**src/rtl/reg_readback_if.sv**
```systemverilog
// rtl/reg_readback_if.sv - byte stream carrying the register readback frame
interface reg_readback_if;
  logic [7:0] out_data;
  logic       out_valid;
  logic       out_ready;
  logic       out_last;

  modport master (
    output out_data,
    output out_valid,
    output out_last,
    input  out_ready
  );

  modport slave (
    input  out_data,
    input  out_valid,
    input  out_last,
    output out_ready
  );
endinterface

```
**src/rtl/reg_readback.sv**
```systemverilog
// rtl/reg_readback.sv - snapshots the five config registers and streams them as a checked byte frame
module reg_readback #(
  parameter logic [7:0] HEADER      = 8'hA5,
  parameter bit         CHECKSUM_EN = 1'b1
) (
  input  logic           clk,
  input  logic           reset_n,
  input  logic           RnotW,
  input  logic           start,
  input  logic [7:0]     init_re,
  input  logic [7:0]     init_im,
  input  logic [7:0]     re_coeff,
  input  logic [7:0]     im_coeff,
  input  logic [7:0]     power,
  reg_readback_if.master stream,
  output logic           busy,
  output logic           done
);

  // Index of the byte that closes the frame: checksum slot or power slot.
  localparam logic [2:0] LAST_INDEX = CHECKSUM_EN ? 3'd6 : 3'd5;

  typedef enum logic {IDLE, SEND} state_t;

  state_t     state;
  logic [2:0] index;
  logic [7:0] snap_init_re;
  logic [7:0] snap_init_im;
  logic [7:0] snap_re_coeff;
  logic [7:0] snap_im_coeff;
  logic [7:0] snap_power;
  logic [7:0] checksum;
  logic [7:0] data_q;
  logic       valid_q;
  logic       last_q;

  assign stream.out_data  = data_q;
  assign stream.out_valid = valid_q;
  assign stream.out_last  = last_q;

  // Frame byte at a given position, always taken from the snapshot.
  function automatic logic [7:0] frame_byte(input logic [2:0] idx);
    logic [7:0] b;
    case (idx)
      3'd0:    b = HEADER;
      3'd1:    b = snap_init_re;
      3'd2:    b = snap_init_im;
      3'd3:    b = snap_re_coeff;
      3'd4:    b = snap_im_coeff;
      3'd5:    b = snap_power;
      3'd6:    b = checksum;
      default: b = 8'h00;
    endcase
    return b;
  endfunction

  // Frame FSM: capture on an accepted request, advance one byte per handshake.
  always_ff @(posedge clk or negedge reset_n) begin
    if (!reset_n) begin
      state         <= IDLE;
      index         <= 3'd0;
      snap_init_re  <= 8'h00;
      snap_init_im  <= 8'h00;
      snap_re_coeff <= 8'h00;
      snap_im_coeff <= 8'h00;
      snap_power    <= 8'h00;
      checksum      <= 8'h00;
      data_q        <= 8'h00;
      valid_q       <= 1'b0;
      last_q        <= 1'b0;
      busy          <= 1'b0;
      done          <= 1'b0;
    end else begin
      done <= 1'b0;
      case (state)
        IDLE: begin
          if (start && RnotW) begin
            snap_init_re  <= init_re;
            snap_init_im  <= init_im;
            snap_re_coeff <= re_coeff;
            snap_im_coeff <= im_coeff;
            snap_power    <= power;
            checksum      <= init_re ^ init_im ^ re_coeff ^ im_coeff ^ power;
            index         <= 3'd0;
            state         <= SEND;
            busy          <= 1'b1;
            valid_q       <= 1'b1;
            data_q        <= HEADER;
            last_q        <= 1'b0;
          end
        end
        SEND: begin
          if (valid_q && stream.out_ready) begin
            if (index == LAST_INDEX) begin
              // Final byte accepted; out_data keeps it as the idle value.
              state   <= IDLE;
              valid_q <= 1'b0;
              last_q  <= 1'b0;
              busy    <= 1'b0;
              done    <= 1'b1;
            end else begin
              index  <= index + 3'd1;
              data_q <= frame_byte(index + 3'd1);
              last_q <= ((index + 3'd1) == LAST_INDEX);
            end
          end
        end
        default: state <= IDLE;
      endcase
    end
  end

endmodule

```
**src/flat_wrapper.sv**
```systemverilog
// flat-port wrapper written by rule: the top's interface ports become plain ports
module reg_readback_flat 
#(
  parameter logic [7:0] HEADER      = 8'hA5,
  parameter bit         CHECKSUM_EN = 1'b1
)
  (clk, reset_n, RnotW, start, init_re, init_im, re_coeff, im_coeff, power, busy, done, stream_out_data, stream_out_valid, stream_out_last, stream_out_ready);
  reg_readback_if stream_i ();
  input  logic clk;
  input  logic reset_n;
  input  logic RnotW;
  input  logic start;
  input  logic [7:0] init_re;
  input  logic [7:0] init_im;
  input  logic [7:0] re_coeff;
  input  logic [7:0] im_coeff;
  input  logic [7:0] power;
  output logic busy;
  output logic done;
  output wire logic [$bits(stream_i.out_data)-1:0] stream_out_data;
  output wire logic [$bits(stream_i.out_valid)-1:0] stream_out_valid;
  output wire logic [$bits(stream_i.out_last)-1:0] stream_out_last;
  input wire logic [$bits(stream_i.out_ready)-1:0] stream_out_ready;
  assign stream_out_data = stream_i.out_data;
  assign stream_out_valid = stream_i.out_valid;
  assign stream_out_last = stream_i.out_last;
  assign stream_i.out_ready = stream_out_ready;
  reg_readback #(.HEADER(HEADER), .CHECKSUM_EN(CHECKSUM_EN)) u_core (.clk(clk), .reset_n(reset_n), .RnotW(RnotW), .start(start), .init_re(init_re), .init_im(init_im), .re_coeff(re_coeff), .im_coeff(im_coeff), .power(power), .stream(stream_i), .busy(busy), .done(done));
endmodule
```
**config.mk**
```make
export PLATFORM = sky130hd
export DESIGN_NAME = reg_readback_flat
export DESIGN_NICKNAME = d
export VERILOG_FILES = /design/src/rtl/reg_readback_if.sv /design/src/rtl/reg_readback.sv /design/src/flat_wrapper.sv
export SDC_FILE = /design/constraint.sdc
export NUM_CORES = 1
export LEC_CHECK = 0
export ABC_AREA = 1
export CORE_ASPECT_RATIO = 1.25
export CORE_MARGIN = 1
export CORE_UTILIZATION = 45
export DETAILED_ROUTE_END_ITERATION = 10
export GPL_TIMING_DRIVEN = 1
export PLACE_DENSITY_LB_ADDON = 0.3
export SYNTH_ARGS = -nofsm -noshare
export SYNTH_HDL_FRONTEND = slang
export SYNTH_SLANG_ARGS = --single-unit
export TNS_END_PERCENT = 20
```
**constraint.sdc**
```tcl
create_clock -name clk -period 1.5 [get_ports clk]
set_clock_uncertainty 0.15 [all_clocks]
set_input_delay 0.225 -clock clk [delete_from_list [all_inputs] [get_ports clk]]
set_output_delay 0.225 -clock clk [all_outputs]
set_load 0.01 [all_outputs]
```
**Power grid**

The bar under the picture is 20 µm long. Pins as bars on the die edge. Tap cells in grey.
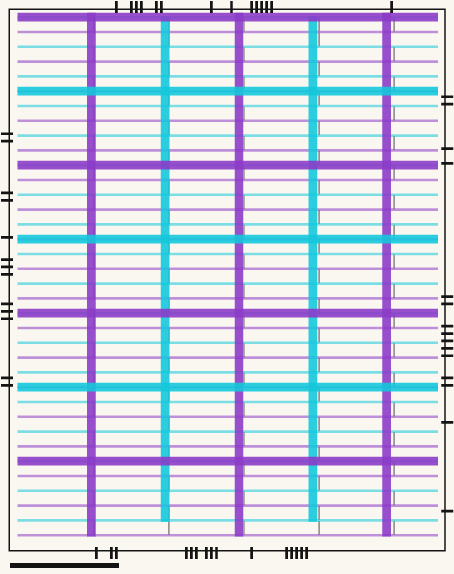
| net | colour |
|---|---|
| VDD | cyan |
| VSS | purple |
rows: 35
tap cells: 92
met5 straps: 7
signal pins: 57

**Logic cells by family**

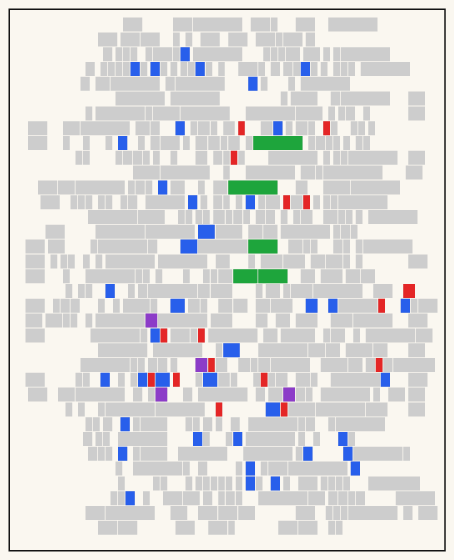
| family | colour | cells |
|---|---|---|
| aoi and oai cells | blue | 39 |
| fa/ha/maj cells | green | 5 |
| nor cells | red | 16 |
| and/or cells | purple | 4 |
most numerous logic cell after layout: nand2_1
Comb/total area: 35.5%
Layout Cells excl Fill: 630

==> impl_metrics.env <==
# source this file to load flow results
export IMPL_final_core_util_pct=62.8
export IMPL_wl_met2_um=4200
export IMPL_gr_usage_met1_pct=27.8
export IMPL_drt_wl_total_um=8230
export IMPL_cp_num_buf_inv=3
export IMPL_drv_slew=0
export IMPL_area_growth_pct=35.7
export IMPL_path_cells="ha_2 -> inv_2 -> nand2_4 -> nand2_8 -> buf_12 -> buf_4 -> nand3_1 -> nand2_1 -> nor2_1 -> a21boi_1"
export IMPL_powerSeq_mw=3.02
export IMPL_synth_top_flop_cell="dfrtp_1"
export IMPL_postRouteAntennaNets=0
export IMPL_grt_max_degree=64
export IMPL_fmax_mhz=597
export IMPL_grt_total_usage_pct=22.7
export IMPL_crit_cells=10
export IMPL_xor_area_share_pct=2.32
export IMPL_numCtsBuffers=9
export IMPL_crit_end="u_core.stream.out_data[7]$_DFFE_PN0P_"
export IMPL_syn_area_um2=3400
export IMPL_overflow=0
export IMPL_p_sw_share_pct=37.2
export IMPL_cts_tree="built"
export IMPL_clk_power_mw=1.76
export IMPL_seqPwrFrac_pct=35.6
export IMPL_top_power_group="combinational logic"
export IMPL_fp_util_pct=46.3
export IMPL_nNetsFinal=583
export IMPL_rsz0062_at_grt="true"
export IMPL_wl_met1_um=3440
export IMPL_synth_distinct_cells=27
export IMPL_switching_power_mw=3.17
export IMPL_top_logic_kind="simple AND/OR/NAND/NOR gates"
export IMPL_p_comb_mw=3.72
export IMPL_cts_resized=34
export IMPL_met3_usage_pct=3.58
export IMPL_relSlewSlack_pct=77.4
export IMPL_dr_total_vias=3184
export IMPL_critPathRequiredTime_ns=1.59
export IMPL_comb_power_share_pct=43.7
export IMPL_mux_area_share_pct=0
export IMPL_critPathLaunchType="register"
export IMPL_syn_inst=453
export IMPL_clockBufferDepth=2
export IMPL_use_met2_pct=38.9
export IMPL_reg2reg_slack_ns=-0.18
export IMPL_tightest_slew_ns=0.338
export IMPL_ys_chip_area_um2=3400
export IMPL_status="finished, violations left"
export IMPL_p_per_area_nw_per_um2=1840
export IMPL_pin_count=57
export IMPL_routabilityCongestion=0.823
export IMPL_reg2reg_from="u_core.index[0]$_DFFE_PN0P_"
export IMPL_path_clk_slew_ns=0.07
export IMPL_cts_root_buf="clkbuf_8"
export IMPL_fp_row_count=35
export IMPL_cp_end_kind="register"
export IMPL_p_int_mw=5.33
export IMPL_worstHoldPathType="in2async"
export IMPL_cts_hold_fix_buffers=1
export IMPL_setup_ws_ns=-0.176
export IMPL_setup_viol=11
export IMPL_wl_met3_um=430
export IMPL_grt_pass1_wl_um=13700
export IMPL_maxCapViolCount=0
export IMPL_drive_above_1_share_pct=13.8
export IMPL_tns_ns=-1.24
export IMPL_fa_ha_area_share_pct=1.84
export IMPL_violations="negative setup slack"
export IMPL_htree_levels=3
export IMPL_portBuffers=56
export IMPL_irDropWorstVdd_v=0.000888
export IMPL_aoi_share_pct=6.95
export IMPL_ys_async_sr_fraction_pct=100
export IMPL_clock_latency_ns=0.35
export IMPL_clock_sinks=63
export IMPL_diodes=0
cells in the mapped netlist (all sizes together), types with 4 or more instances:
library cell  instances  area share (%)
nand3                50             7.4
ha                    5             1.8
buf                  17             3.2
a21boi                4            0.88
nor2                 16             1.8
dfrtp                63              46
a21o                  4            0.88
or2                   4            0.73
inv                  42             4.6
nand2               176              20
nand4                21             4.0
o21ai                33             4.9
xnor2                 9             2.3
clkbuf                5            0.55
final cells by class:
| type | count | area, µm² |
|---|---|---|
| flip-flops and latches | 63 | 1580 |
| inverters | 43 | 166 |
| fillers | 673 | 2740 |
| multi-input cells | 325 | 1640 |
| repair buffers | 91 | 878 |
| well taps | 92 | 115 |
| clock inverters | 2 | 60.1 |
| clock buffers | 14 | 183 |
